==> src/rtl/ssd_scan.sv <==
// Purpose : eight-digit multiplexed seven-segment driver showing a 32-bit word as hex.
// Latency : an/seg registered, lag digit index by 1 cycle; new value shown at next frame boundary (+1 cycle).
// Backpressure: none -- update is always accepted; last update within a frame wins.
//
// Ports:
//   clk        system clock, rising edge
//   reset      asynchronous active-low reset
//   value      display word, nibble k shown on digit k (digit 0 rightmost)
//   update     one-cycle strobe qualifying value
//   an         digit enables, active-low, one-hot-low while scanning
//   seg        segments {g,f,e,d,c,b,a}, active-low
//   dp         decimal point, active-low, held off
//   frame_done one-cycle pulse after each 8-digit frame boundary
//
// Build option: define SSD_SCAN_LZB_EN for leading-zero blanking of digits 1..7.
module ssd_scan #(
  parameter int CLK_DIV = 50000
) (
  input  logic        clk,
  input  logic        reset,
  input  logic [31:0] value,
  input  logic        update,
  output logic [7:0]  an,
  output logic [6:0]  seg,
  output logic        dp,
  output logic        frame_done
);

  localparam logic [19:0] LP_LAST = 20'(CLK_DIV - 1);

  logic [19:0] r_prescaler;
  logic [2:0]  r_idx;
  logic [31:0] r_shadow;
  logic [31:0] r_disp;
  logic        r_pending;
  logic [7:0]  r_an;
  logic [6:0]  r_seg;
  logic        r_frame_done;

  logic        w_tick;
  logic        w_boundary;
  logic [3:0]  w_nibble;
  logic [6:0]  w_seg;

  function automatic logic [6:0] hex7(input logic [3:0] nib);
    logic [6:0] s;
    case (nib)
      4'h0: s = 7'h40;
      4'h1: s = 7'h79;
      4'h2: s = 7'h24;
      4'h3: s = 7'h30;
      4'h4: s = 7'h19;
      4'h5: s = 7'h12;
      4'h6: s = 7'h02;
      4'h7: s = 7'h78;
      4'h8: s = 7'h00;
      4'h9: s = 7'h10;
      4'hA: s = 7'h08;
      4'hB: s = 7'h03;
      4'hC: s = 7'h46;
      4'hD: s = 7'h21;
      4'hE: s = 7'h06;
      default: s = 7'h0E;
    endcase
    return s;
  endfunction

  assign w_tick     = (r_prescaler == LP_LAST);
  // The tick that leaves digit 7 closes the frame.
  assign w_boundary = w_tick && (r_idx == 3'd7);
  assign w_nibble   = r_disp[{r_idx, 2'b00} +: 4];

`ifdef SSD_SCAN_LZB_EN
  // w_zero_from[k]: nibbles k..7 of disp are all zero.
  logic [7:0] w_zero_from;

  always_comb begin
    w_zero_from    = 8'h00;
    w_zero_from[7] = (r_disp[31:28] == 4'h0);
    for (int k = 6; k >= 0; k--) begin
      w_zero_from[k] = w_zero_from[k+1] && (r_disp[4*k +: 4] == 4'h0);
    end
  end

  always_comb begin
    w_seg = hex7(w_nibble);
    // Digit 0 is never blanked so a zero word still shows one "0".
    if ((r_idx != 3'd0) && w_zero_from[r_idx]) begin
      w_seg = 7'h7F;
    end
  end
`else
  always_comb begin
    w_seg = hex7(w_nibble);
  end
`endif

  // Scan timing: prescaler and digit index.
  always_ff @(posedge clk or negedge reset) begin
    if (!reset) begin
      r_prescaler <= 20'd0;
      r_idx       <= 3'd0;
    end else if (w_tick) begin
      r_prescaler <= 20'd0;
      r_idx       <= r_idx + 3'd1;
    end else begin
      r_prescaler <= r_prescaler + 20'd1;
    end
  end

  // Value buffering: shadow collects updates, disp swaps only at frame boundaries.
  always_ff @(posedge clk or negedge reset) begin
    if (!reset) begin
      r_shadow  <= 32'd0;
      r_disp    <= 32'd0;
      r_pending <= 1'b0;
    end else begin
      if (update) begin
        r_shadow <= value;
      end
      if (w_boundary) begin
        // An update landing on the boundary itself bypasses the shadow.
        if (update) begin
          r_disp <= value;
        end else if (r_pending) begin
          r_disp <= r_shadow;
        end
        r_pending <= 1'b0;
      end else if (update) begin
        r_pending <= 1'b1;
      end
    end
  end

  // Registered outputs, driven from the pre-edge index so they trail it by one cycle.
  always_ff @(posedge clk or negedge reset) begin
    if (!reset) begin
      r_an         <= 8'hFF;
      r_seg        <= 7'h7F;
      r_frame_done <= 1'b0;
    end else begin
      r_an         <= ~(8'h01 << r_idx);
      r_seg        <= w_seg;
      r_frame_done <= w_boundary;
    end
  end

  assign an         = r_an;
  assign seg        = r_seg;
  assign dp         = 1'b1;
  assign frame_done = r_frame_done;

endmodule

==> config.mk <==
export PLATFORM = sky130hd
export DESIGN_NAME = ssd_scan
export DESIGN_NICKNAME = d
export VERILOG_FILES = /design/src/rtl/ssd_scan.sv
export SDC_FILE = /design/constraint.sdc
export NUM_CORES = 1
export LEC_CHECK = 0
export ABC_AREA = 1
export CAP_MARGIN = 20
export CORE_ASPECT_RATIO = 1.25
export CORE_UTILIZATION = 50
export DETAILED_ROUTE_END_ITERATION = 10
export GPL_ROUTABILITY_DRIVEN = 0
export GPL_TIMING_DRIVEN = 0
export PLACE_DENSITY_LB_ADDON = 0.05
export REMOVE_ABC_BUFFERS = 1
export SKIP_LAST_GASP = 1
export SYNTH_ARGS = -nofsm -noshare
export SYNTH_HDL_FRONTEND = slang
export SYNTH_SLANG_ARGS = --single-unit
==> constraint.sdc <==
create_clock -name clk -period 1.65 [get_ports clk]
set_input_delay 0.33 -clock clk [delete_from_list [all_inputs] [get_ports clk]]
set_output_delay 0.33 -clock clk [all_outputs]
set_load 0.01 [all_outputs]
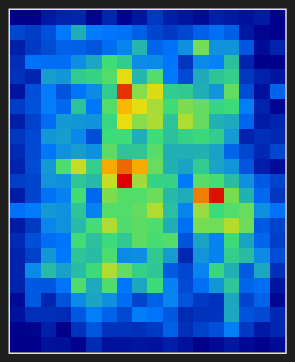
(images/route_heat.png)
(3 px per um) 18 x 23 tiles, from dark blue (low) to red (high), scaled to the fullest tile. Values are wire area over tile area, all layers added.
The mean over all tiles is 0.21. 16% of the tiles are over half the peak. 4.8% of the tiles are nearly empty. The densest ninth of the die: center. The fullest tile reaches 0.72.
DR WL/cell: 16.1 um
DR vias: 4475
global-route usage over all layers: 0.253
final WL: 13600 um

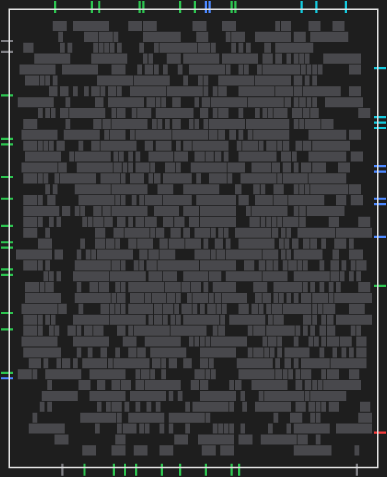
(images/pinout.png)
(4 px per um) Pins as bars across the die edge, other pins in gray.
reset: in red, pins 1, direction input, edge east. value: in green, pins 32, direction input, edge 13 west, 9 south, 9 north, 1 east. seg: in cyan, pins 7, direction output, edge 4 east, 3 north. an: in blue, pins 8, direction output, edge 5 east, 2 north, 1 west.
All pins by edge: 16 west, 14 north, 11 east, 11 south.
Chip Width: 91.7 um
Buffers on Ports: 50
Die Ht: 114 um

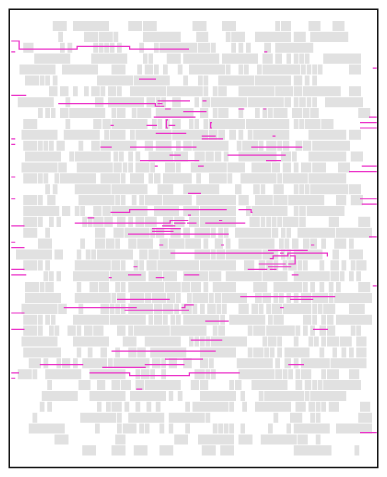
(images/m3.png)
(4 px per um) Cells faint in the background.
The longest straight run is 25.8 um. The wires run mostly horizontal. The layer holds 5.0% of the routed length. The layer carries 673 um of wire. 75 nets have wire on it.
GR Util met3: 0.0398

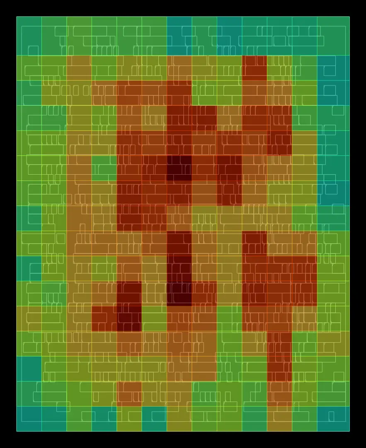
(images/congestion_map.png)
met1 usage: 0.310
met2 usage: 0.425
grt peak-use layer: met2
post-layout util: 0.705

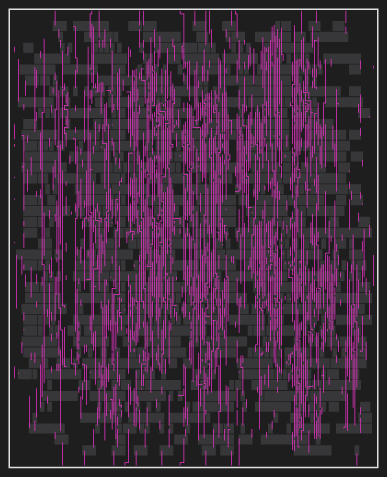
(images/m2.png)
(4 px per um) Cells faint in the background.
614 nets have wire on it. The wires run mostly vertical.

==> flow_metrics.tcl <==
# metrics dict for downstream scripts
set metrics [dict create \
    wl_met2_um 6940 \
    netlist.area_leader.share 0.443 \
    power.share.switching 0.218 \
    top_layer "met4" \
    reg.largest.list "r_disp: 32 flops, r_shadow: 32 flops, r_prescaler: 20 flops" \
    mostFrequentLayoutCells "nand2_1 (230), dfrtp_1 (82), inv_1 (47)" \
    hp-class "register to register" \
    cp_slowest_stage_delay_ns 0.55 \
    ff_type "dfrtp_1" \
    grt_pass1_wl_um 20400 \
    pin_count 52 \
    clkbuf_count 11 \
    yosys.cell_types.count 31 \
    status "finished, violations left" \
    xor_share 0.0157 \
    comb-cell-share 0.368 \
    grt_setup_unrepaired "yes" \
    clk_share 0.0449 \
    core_area_sq_um 9710 \
    hold_slack_ns 0.470 \
    grt_pass1_vias 4343 \
    nMultiInputCombCells 441 \
    violations "setup timing" \
    wl_met1_um 5510 \
    firstDrtPassIters 5 \
    drc 0 \
    setup_viol 21 \
    cts_root_buffer "clkbuf_16" \
    fin_ws_ns -0.0455 \
    p_comb_frac 0.052 \
    final_cells 842 \
    clkLatencyLatePin_ns 0.34 \
    syn_avg_cell_area_sq_um 8.09 \
    antenna_cells 0 \
    pg_comb_mw 0.265 \
    seq_area_frac_synth 0.521 \
    nonClkBufAreaFrac 0.143 \
    tightest_slew_ns 0.535 \
    p_clk_frac 0.431 \
    clock_power_mw 2.20 \
    drt_iter0_markers 313 \
    p_seq_frac 0.517 \
    numCtsBuffers 9 \
    max_freq_ghz 0.590 \
    clk_pin_slew_ns 0.07 \
    pre_cts_ws_ns -1.50 \
    path_max_fanout 6 \
    arrival_ns 1.97 \
    met3_wirelength_um 672 \
    fill_cells 772 \
    hold_viol_final 0 \
    power.switching_mw 1.11 \
    top_power_group "sequential cells" \
    buffers 99 \
    fa_ha_area_frac 0.0298 \
    ff_latch_area_sq_um 2630 \
]
==> worst paths after layout <==
check                             start               to  slack, ns  depth (start not counted)
min                        r_shadow[12]     r_shadow[12]       0.47                          2
max in group asynchronous         reset            an[0]       0.40                          3
max                            r_idx[0]           seg[0]      -0.05                          9
min reg2reg                r_shadow[12]     r_shadow[12]       0.47                          2
min in group asynchronous         reset  r_prescaler[19]       0.52                          2
max reg2reg                    r_idx[0]           seg[0]      -0.05                          9
==> repair_timing <==
action | CTS | global route
cloned | 8 | 1
hold buffers | 1 | 0
endpoints found under the setup margin | 101 | 51
gates resized | 75 | 75
setup buffers | 23 | 22
pin swaps | 13 | 36
hold endpoints to repair | 27 | 0
